<file path="config.mk">
export PLATFORM = sky130hd
export DESIGN_NAME = vga_timing_gen_flat
export DESIGN_NICKNAME = d
export VERILOG_FILES = /design/src/rtl/vga_timing_gen_if.sv /design/src/rtl/vga_timing_gen.sv /design/src/flat_wrapper.sv
export SDC_FILE = /design/constraint.sdc
export NUM_CORES = 1
export LEC_CHECK = 0
export CORE_UTILIZATION = 43
export DETAILED_ROUTE_END_ITERATION = 16
export PLACE_DENSITY_LB_ADDON = 0.08
export SYNTH_ARGS = -nofsm -noshare
export SYNTH_HDL_FRONTEND = slang
export SYNTH_SLANG_ARGS = --single-unit
</file>
<file path="constraint.sdc">
create_clock -name vga_clk -period 2.1 [get_ports vga_clk]
set_clock_uncertainty 0.15 [all_clocks]
set_input_delay 0.315 -clock vga_clk [delete_from_list [all_inputs] [get_ports vga_clk]]
set_output_delay 0.315 -clock vga_clk [all_outputs]
set_load 0.05 [all_outputs]
</file>
<file path="src/rtl/vga_timing_gen_if.sv">
// Raster timing bundle from vga_timing_gen to the drawing stages and VGA connector.
// frame_count exists only when VGA_FRAME_COUNT_EN is defined.
interface vga_timing_gen_if;
   logic [9:0]  DrawX;
   logic [9:0]  DrawY;
   logic        blank;
   logic        hs;
   logic        vs;
   logic        frame_end;
`ifdef VGA_FRAME_COUNT_EN
   logic [15:0] frame_count;

   modport master (output DrawX, DrawY, blank, hs, vs, frame_end, frame_count);
   modport slave  (input  DrawX, DrawY, blank, hs, vs, frame_end, frame_count);
`else
   modport master (output DrawX, DrawY, blank, hs, vs, frame_end);
   modport slave  (input  DrawX, DrawY, blank, hs, vs, frame_end);
`endif
endinterface

</file>
<file path="src/rtl/vga_timing_gen.sv">
// 640x480@60 raster timing generator: pixel counters, blank, delayed hs/vs, frame_end.
// Optional VGA_FRAME_COUNT_EN adds a 16-bit wrapping frame counter.
module vga_timing_gen #(
   parameter int unsigned H_VISIBLE  = 640,
   parameter int unsigned H_FRONT    = 16,
   parameter int unsigned H_SYNC     = 96,
   parameter int unsigned H_BACK     = 48,
   parameter int unsigned V_VISIBLE  = 480,
   parameter int unsigned V_FRONT    = 10,
   parameter int unsigned V_SYNC     = 2,
   parameter int unsigned V_BACK     = 33,
   parameter int unsigned SYNC_DELAY = 1
) (
   input  logic             vga_clk,
   input  logic             reset_n,
   vga_timing_gen_if.master vga
);

   localparam int unsigned CW       = 10;
   localparam int unsigned H_TOTAL  = H_VISIBLE + H_FRONT + H_SYNC + H_BACK;
   localparam int unsigned V_TOTAL  = V_VISIBLE + V_FRONT + V_SYNC + V_BACK;
   localparam int unsigned HS_START = H_VISIBLE + H_FRONT;
   localparam int unsigned HS_END   = HS_START + H_SYNC - 1;
   localparam int unsigned VS_START = V_VISIBLE + V_FRONT;
   localparam int unsigned VS_END   = VS_START + V_SYNC - 1;

   logic [CW-1:0] hc;
   logic [CW-1:0] vc;
   logic          h_last;
   logic          v_last;
   logic          hs_raw;
   logic          vs_raw;
   logic          blank_c;

   assign h_last = (hc == CW'(H_TOTAL - 1));
   assign v_last = (vc == CW'(V_TOTAL - 1));

   // Raster counters: hc every clock, vc on line wrap, both wrap together at frame end
   always_ff @(posedge vga_clk or negedge reset_n) begin
      if (!reset_n) begin
         hc <= '0;
         vc <= '0;
      end else if (h_last) begin
         hc <= '0;
         vc <= v_last ? '0 : vc + CW'(1);
      end else begin
         hc <= hc + CW'(1);
      end
   end

   // Undelayed decodes straight from the counter registers
   always_comb begin
      blank_c = 1'b0;
      hs_raw  = 1'b1;
      vs_raw  = 1'b1;
      blank_c = (hc < CW'(H_VISIBLE)) && (vc < CW'(V_VISIBLE));
      if ((hc >= CW'(HS_START)) && (hc <= CW'(HS_END))) hs_raw = 1'b0;
      if ((vc >= CW'(VS_START)) && (vc <= CW'(VS_END))) vs_raw = 1'b0;
   end

   assign vga.DrawX     = hc;
   assign vga.DrawY     = vc;
   assign vga.blank     = blank_c;
   assign vga.frame_end = h_last && v_last;

   // Sync pipeline keeps hs/vs aligned with registered RGB downstream
   generate
      if (SYNC_DELAY == 0) begin : g_no_dly
         assign vga.hs = hs_raw;
         assign vga.vs = vs_raw;
      end else begin : g_dly
         logic [SYNC_DELAY-1:0] hs_pipe;
         logic [SYNC_DELAY-1:0] vs_pipe;

         always_ff @(posedge vga_clk or negedge reset_n) begin
            if (!reset_n) begin
               hs_pipe <= '1;
               vs_pipe <= '1;
            end else begin
               hs_pipe[0] <= hs_raw;
               vs_pipe[0] <= vs_raw;
               for (int i = 1; i < int'(SYNC_DELAY); i++) begin
                  hs_pipe[i] <= hs_pipe[i-1];
                  vs_pipe[i] <= vs_pipe[i-1];
               end
            end
         end

         assign vga.hs = hs_pipe[SYNC_DELAY-1];
         assign vga.vs = vs_pipe[SYNC_DELAY-1];
      end
   endgenerate

`ifdef VGA_FRAME_COUNT_EN
   logic [15:0] frame_cnt;

   // Advances on the same edge that wraps the counters to (0,0)
   always_ff @(posedge vga_clk or negedge reset_n) begin
      if (!reset_n)
         frame_cnt <= '0;
      else if (h_last && v_last)
         frame_cnt <= frame_cnt + 16'(1);
   end

   assign vga.frame_count = frame_cnt;
`endif

endmodule

</file>
<file path="src/flat_wrapper.sv">
// flat-port wrapper written by rule: the top's interface ports become plain ports
module vga_timing_gen_flat 
#(
   parameter int unsigned H_VISIBLE  = 640,
   parameter int unsigned H_FRONT    = 16,
   parameter int unsigned H_SYNC     = 96,
   parameter int unsigned H_BACK     = 48,
   parameter int unsigned V_VISIBLE  = 480,
   parameter int unsigned V_FRONT    = 10,
   parameter int unsigned V_SYNC     = 2,
   parameter int unsigned V_BACK     = 33,
   parameter int unsigned SYNC_DELAY = 1
)
  (vga_clk, reset_n, vga_DrawX, vga_DrawY, vga_blank, vga_hs, vga_vs, vga_frame_end);
  vga_timing_gen_if vga_i ();
  input  logic vga_clk;
  input  logic reset_n;
  output wire logic [$bits(vga_i.DrawX)-1:0] vga_DrawX;
  output wire logic [$bits(vga_i.DrawY)-1:0] vga_DrawY;
  output wire logic [$bits(vga_i.blank)-1:0] vga_blank;
  output wire logic [$bits(vga_i.hs)-1:0] vga_hs;
  output wire logic [$bits(vga_i.vs)-1:0] vga_vs;
  output wire logic [$bits(vga_i.frame_end)-1:0] vga_frame_end;
  assign vga_DrawX = vga_i.DrawX;
  assign vga_DrawY = vga_i.DrawY;
  assign vga_blank = vga_i.blank;
  assign vga_hs = vga_i.hs;
  assign vga_vs = vga_i.vs;
  assign vga_frame_end = vga_i.frame_end;
  vga_timing_gen #(.H_VISIBLE(H_VISIBLE), .H_FRONT(H_FRONT), .H_SYNC(H_SYNC), .H_BACK(H_BACK), .V_VISIBLE(V_VISIBLE), .V_FRONT(V_FRONT), .V_SYNC(V_SYNC), .V_BACK(V_BACK), .SYNC_DELAY(SYNC_DELAY)) u_core (.vga_clk(vga_clk), .reset_n(reset_n), .vga(vga_i));
endmodule
</file>
Figure 1. Signal metal coverage by tile (run 1).
11 x 11 tiles, from white (low) to dark blue (high), scaled to the fullest tile. Values are wire area over tile area, all layers added.
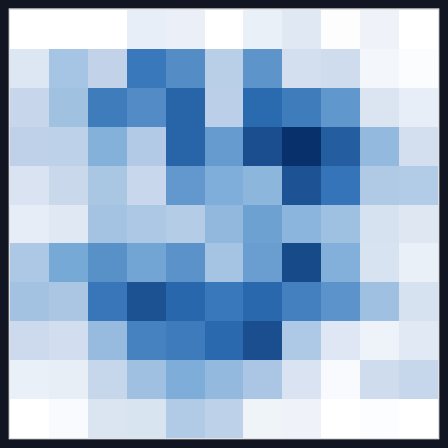
tiles over half the peak: 29%
emptiest ninth of the die: south-east
fullest tile: 0.38

Figure 2. Routed metal, one colour a layer (run 1).
Two of the layers only.
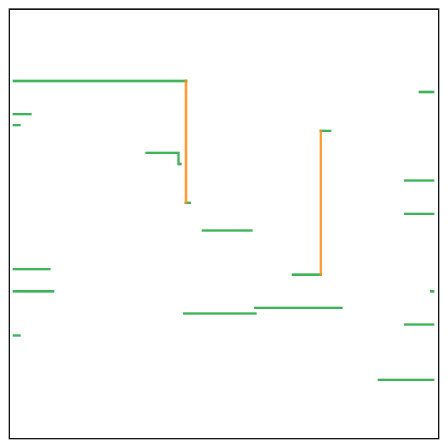
| layer | colour | wire length |
|---|---|---|
| met4 | orange | 32.6 µm |
| met3 | green | 88.3 µm |

Figure 3. Met2 routing (run 1).
Bar = 20 µm.
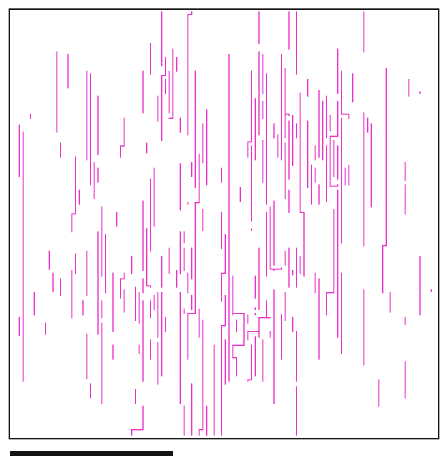
share of all routed wire: 46%
main direction: vertical
Post-Route WL: 2450 µm
met2 capacity usage during global routing: 30.6%
total via count after detailed routing: 928

[run 1: layer usage]
metal | vias up | track usage (%) | part of all wire, %
li1 | 474 | - | -
met1 | 427 | 29.8 | 49
met2 | 23 | 30.6 | 46
met3 | 4 | 5.51 | 3.6
met4 | 0 | 8.33 | 1.3
met5 | - | 0 | 0
[run 1: power by group]
group / internal (mW) / total (mW) / leakage, nW / switching [mW]
logic: 0.00285 / 0.0108 / 0.619 / 0.00793
registers: 0.424 / 0.424 / 0.277 / 0
clock network: 0.193 / 0.324 / 0.0279 / 0.131
total: 0.619 / 0.758 / 0.924 / 0.139
==> flow_summary.yaml, run 1 <==
# generated from flow reports
cells_and_area:
  post_layout_utilization_of_the_core_pct: 70.9
  post_route_cells_drive_above_1_share_pct: 29.2
  multi_input_comb_cells: 79
  layout.clock_buffers: 3
  layout.cells.most_common: "buf_4"
  nonClockInverterCount: 8
  layout-area-overhead-vs-synth_pct: 49.5
  num-fill-cells: 175
  signal_buffers: 41
  final-nonclk-buf-share_pct: 25.0
  fin_area_mm2: 0.00164
  comb_share_pct: 33.6
  finalNetCount: 162
  layout.cells.most_common_list: "buf_4, dlymetal6s2s_1, nor2_1, dfrtp_1, nand3_1"
  ff_latch_area_um2: 563
  final-comb-area_um2: 553
  biggestCellCategory: "flip-flops and latches"
  layout.clock.cell_area_share_pct: 3.20
  insertedDiodeCount: 0
  seq_share_pct: 34.2
  final_cell_count_without_fillers: 182
  flop-count: 22
setup_path:
  cp.depth: 4
  timing.rr.end: "u_core.vga.DrawY[9]"
  path_cells: "or3_4 -> or3_4 -> nor2_4 -> buf_12"
  slowest_stage: "dfrtp_2"
  r2r_start: "u_core.vga.DrawX[7]"
  timing.critical_path.to: "vga_frame_end"
  critPathKind: "flip-flop to output port"
  crit_path_start_kind: "flip-flop"
  top_cell_by_count_worst_path: "or3_4"
  crit_fanout: 4
  crit_family: "simple AND/OR/NAND/NOR gates"
  worst_path_largest_cell_delay_ps: 430
  critPathLaunch: "u_core.vga.DrawX[7]"
  reg2reg_depth: 4
  critPathBufInv: 1
  rrSetupSlack_ps: 100
  critPathCaptureType: "output port"
  required_ps: 1630
  cp_arrival_ps: 1780
pwr:
  vdd_ir_drop_max_mv: 0.541
  power.static_leakage_nw: 0.924
  power_density_mw_per_mm2: 461
  post-layout-total-power_mw: 0.758
min_path:
  worstHoldPathType: "input pin to async pin"
place:
  dp_worst_setup_slack_ps: 95.3
  placement.cell_area_mm2: 0.00153
  globalplace.congestion: 0.811
  place.port_buffers: 25
  number_of_placed_cells_counting_well_taps: 176
  dp_wirelength_um: 1740
logic_synthesis:
  edf_count: 0
  count_of_instantiated_cells_in_the_yosys_netlist: 111
  yosys_area_mm2: 0.00110
  synth.cellmix.xorXnorShare_pct: 10.4
  mux_share_of_area_pct: 0
  ys_seq_share_pct: 50.3
  yosys-dominant-comb-family: "simple AND/OR/NAND/NOR gates"
  synth.most_common_cell: "dfrtp_1"
  yosys-top-cells-count: "dfrtp_1, nor2_1, nand3_1"
  number_of_nets_at_floorplan: 118
  topCellsByArea: "dfrtp_1, ha_1, xnor2_1"
  synthesis.instances: 111
  ys.warnings.count: 0
  synth-seq-cells: 22
  avgSynthCellArea_um2: 9.91
  yosysTopAreaCell: "dfrtp_1"
  post_synth_and_or_nand_nor_area_fraction_pct: 23.7
  async_reset_ff_share_pct: 100
  synth_top_flop_cell: "dfrtp_1"
  area_fraction_of_the_dominant_cell_type_after_synthesis_pct: 45.5
  syn_area_mm2: 0.00110
  fraction_of_the_mapped_netlist_area_in_compound_gates_pct: 6.37
  synth.distinct_cells: 29
  post_synth_fa_ha_maj_area_fraction_pct: 5.69
cts:
  ctsHoldBuffers: 0
  cts_tree: "done"
  cts_htree_levels: 1
  cts-buffers-inserted: 3
  worst_setup_hold_path_clk_slew_ps: 120
  clock_tree.root_cell: "clkbuf_4"
  postCtsResizedCells: 2
  cts_sinks: 22
  ctsLongestPathBuffers: 2
  post_cts.repair.setup_buffers: 1
  worst_skew_pair.late_latency_ps: 300
final_timing:
  whs_ps: 189
  timing.slew.headroom_pct: 66.1
  maxClockFrequency_ghz: 0.446
  setup_viol_count_final: 1
  hold_viol_final: 0
  layout_worst_path_cycle_share_pct: 107
  setup_slack_ps: -141
  slew_viol_final: 0
  setup_tns_ps: -141
  grt_setup_unrepaired: "yes"
  timing_worst_slew_pin_value_ps: 508
  fin_crit_ps: 2240
floorplan:
  rows: 17
  coreArea_mm2: 0.00232
  die_width_um: 52.6
  n_tap_cell: 28
  io_pins: 26
  floorplanUtilization_pct: 47.4
  chip_area_mm2: 0.00276
  die_h_um: 52.6
global_route:
  pin_count_of_the_biggest_net_entering_global_routing: 23
  grt_remaining_overflow: 0
  grt_first_pass_wirelength_um: 4170
  grt_usage_pct: 21.1
  first_global_vias: 901
  antenna_found_initial: 0
drt:
  drt-pass1-iter-count: 4
  ant_nets: 0
  avgRoutedWirePerCell_um: 13.5
  average_via_count_per_standard_cell: 5.10
  remaining_drc_errors: 0
  drt-initial-drc-count: 15
flow_run:
  warning_count: 33
  maxCapViolations: 0
run_status:
  failed_checks: "setup timing"
  status: "finished with violations"
==> run 2, diff against run 1 <==
--- a/config.mk
+++ b/config.mk
@@ -5,9 +5,12 @@
 export SDC_FILE = /design/constraint.sdc
 export NUM_CORES = 1
 export LEC_CHECK = 0
+export CAP_MARGIN = 20
 export CORE_UTILIZATION = 43
+export CTS_CLUSTER_SIZE = 28
 export DETAILED_ROUTE_END_ITERATION = 16
 export PLACE_DENSITY_LB_ADDON = 0.08
+export SLEW_MARGIN = 25
 export SYNTH_ARGS = -nofsm -noshare
 export SYNTH_HDL_FRONTEND = slang
 export SYNTH_SLANG_ARGS = --single-unit
Figure 4. Cell placement (run 2).
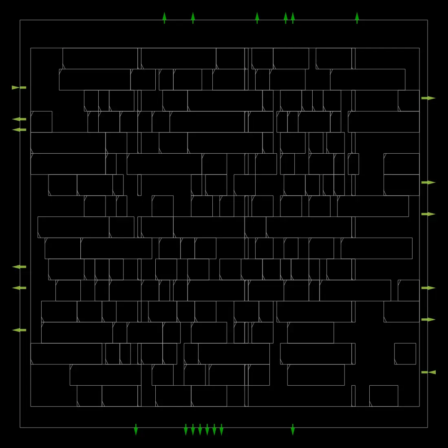
number of inserted filler cells in the final layout: 175
core area: 0.00232 mm²
post-layout utilization of the core: 70.9%

==> flow_summary.yaml, run 2 <==
# generated from flow reports
run_status:
  status: "finished with violations"
  failed_checks: "setup timing"
setup_path:
  r2r_start: "u_core.vga.DrawX[7]"
  rrSetupSlack_ps: 100
  reg2reg_depth: 4
  cp_arrival_ps: 1780
  critPathLaunch: "u_core.vga.DrawX[7]"
  critPathCaptureType: "output port"
  critPathKind: "flip-flop to output port"
  timing.critical_path.to: "vga_frame_end"
  required_ps: 1630
  crit_path_start_kind: "flip-flop"
  timing.rr.end: "u_core.vga.DrawY[9]"
  crit_fanout: 4
drt:
  ant_nets: 0
  drt-pass1-iter-count: 4
  routed.top_layer: "met4"
  met2_length_um: 1120
  remaining_drc_errors: 0
  num_vias: 928
  drt-total-wl_um: 2450
  met3_wire_length_um: 88
  drt-initial-drc-count: 15
  average_via_count_per_standard_cell: 5.10
  avgRoutedWirePerCell_um: 13.5
  route.layer.met1.wl_um: 1210
global_route:
  grt_remaining_overflow: 0
  use_met2_pct: 30.6
  global_route.usage.met3_pct: 5.51
  grt_usage_pct: 21.1
  grt_use_met1_pct: 29.8
  grt_first_pass_wirelength_um: 4170
  first_global_vias: 901
  pin_count_of_the_biggest_net_entering_global_routing: 23
  grt-busiest-layer: "met2"
  antenna_found_initial: 0
logic_synthesis:
  topCellsByArea: "dfrtp_1, ha_1, xnor2_1"
  yosys_area_mm2: 0.00110
  ys.warnings.count: 0
  synth.distinct_cells: 29
  async_reset_ff_share_pct: 100
  edf_count: 0
  synthesis.instances: 111
  ys_seq_share_pct: 50.3
  count_of_instantiated_cells_in_the_yosys_netlist: 111
  syn_area_mm2: 0.00110
  synth-seq-cells: 22
  area_fraction_of_the_dominant_cell_type_after_synthesis_pct: 45.5
  avgSynthCellArea_um2: 9.91
  yosysTopAreaCell: "dfrtp_1"
  number_of_nets_at_floorplan: 118
  synth.most_common_cell: "dfrtp_1"
  synth_top_flop_cell: "dfrtp_1"
  yosys-top-cells-count: "dfrtp_1, nor2_1, nand3_1"
floorplan:
  io_pins: 26
  rows: 17
  die_width_um: 52.6
  floorplanUtilization_pct: 47.4
  die_h_um: 52.6
  chip_area_mm2: 0.00276
  n_tap_cell: 28
cells_and_area:
  layout.clock.cell_area_share_pct: 3.20
  flop-count: 22
  insertedDiodeCount: 0
  layout.cells.most_common_list: "buf_4, dlymetal6s2s_1, nor2_1, dfrtp_1, nand3_1"
  final-nonclk-buf-share_pct: 25.0
  nonClockInverterCount: 8
  post_route_cells_drive_above_1_share_pct: 29.2
  final-comb-area_um2: 553
  finalNetCount: 162
  layout.cells.most_common: "buf_4"
  signal_buffers: 41
  comb_share_pct: 33.6
  multi_input_comb_cells: 79
  seq_share_pct: 34.2
  biggestCellCategory: "flip-flops and latches"
  ff_latch_area_um2: 563
  fin_area_mm2: 0.00164
  layout.clock_buffers: 3
  layout-area-overhead-vs-synth_pct: 49.5
cts:
  clock_tree.root_cell: "clkbuf_4"
  cts-buffers-inserted: 3
  ctsLongestPathBuffers: 2
  worst_setup_hold_path_clk_slew_ps: 120
  worst_skew_pair.late_latency_ps: 300
  cts_tree: "done"
  cts_sinks: 22
  cts_htree_levels: 1
final_timing:
  whs_ps: 189
  timing.slew.headroom_pct: 66.1
  maxClockFrequency_ghz: 0.446
  setup_slack_ps: -141
  hold_viol_final: 0
  timing_worst_slew_pin_value_ps: 508
  slew_viol_final: 0
  layout_worst_path_cycle_share_pct: 107
  setup_tns_ps: -141
  setup_viol_count_final: 1
  fin_crit_ps: 2240
  grt_setup_unrepaired: "yes"
pwr:
  power.static_leakage_nw: 0.924
  power.clock.fraction_pct: 42.7
  swShare_pct: 18.3
  seq_cell_power_mw: 0.424
  internal-power_mw: 0.619
  power_clock_mw: 0.324
  comb_power_mw: 0.0108
  post-layout-total-power_mw: 0.758
  largestPowerGroup: "sequential cells"
  part_of_the_power_in_combinational_logic_pct: 1.4
  p_switching_mw: 0.139
  power_density_mw_per_mm2: 461
  sequentialPowerShare_pct: 55.9
  vdd_ir_drop_max_mv: 0.541
flow_run:
  maxCapViolations: 0
  warning_count: 33
min_path:
  worstHoldPathType: "input pin to async pin"
place:
  globalplace.congestion: 0.811
  place.port_buffers: 25
  dp_wirelength_um: 1740
  placement.cell_area_mm2: 0.00153
Figure 5. Routed metal, one colour a layer (run 2).
Two of the layers only.
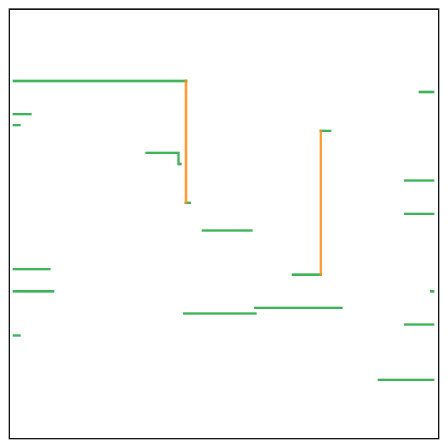
| layer | colour | wire length |
|---|---|---|
| met4 | orange | 32.6 µm |
| met3 | green | 88.3 µm |

[run 2: cell counts after synthesis]
No cell type changed its count.
[run 2: worst max-delay path: stages, from the launching register on]
cell     delay, ps
dfrtp_2        430
or3_4          390
or3_4          370
nor2_4         130
buf_12         150
[run 2: kinds of logic after synthesis]
kind of cell    after synthesis  synth area share [%]
buf+inv                      10                  3.64
flops                        22                  50.3
simple gates                 50                  23.7
compound gates               11                  6.37
fa+ha+maj                     5                  5.69
xor+xnor                     13                  10.4
[run 2: per-stage QoR]
stage,setup WS [ps],cells
after floorplan,-213,111
after global placement,118,176
after detailed placement,95.3,176
after CTS,-141,181
after global routing,-219,182
final,-141,182
[run 2: timing repair]
action,CTS,global route
hold buffers,0,0
gates cloned,0,0
gates resized,2,15
setup endpoints to repair,1,14
setup buffers,1,1
pin swaps,1,0
Power and IR drop assume default switching activity.
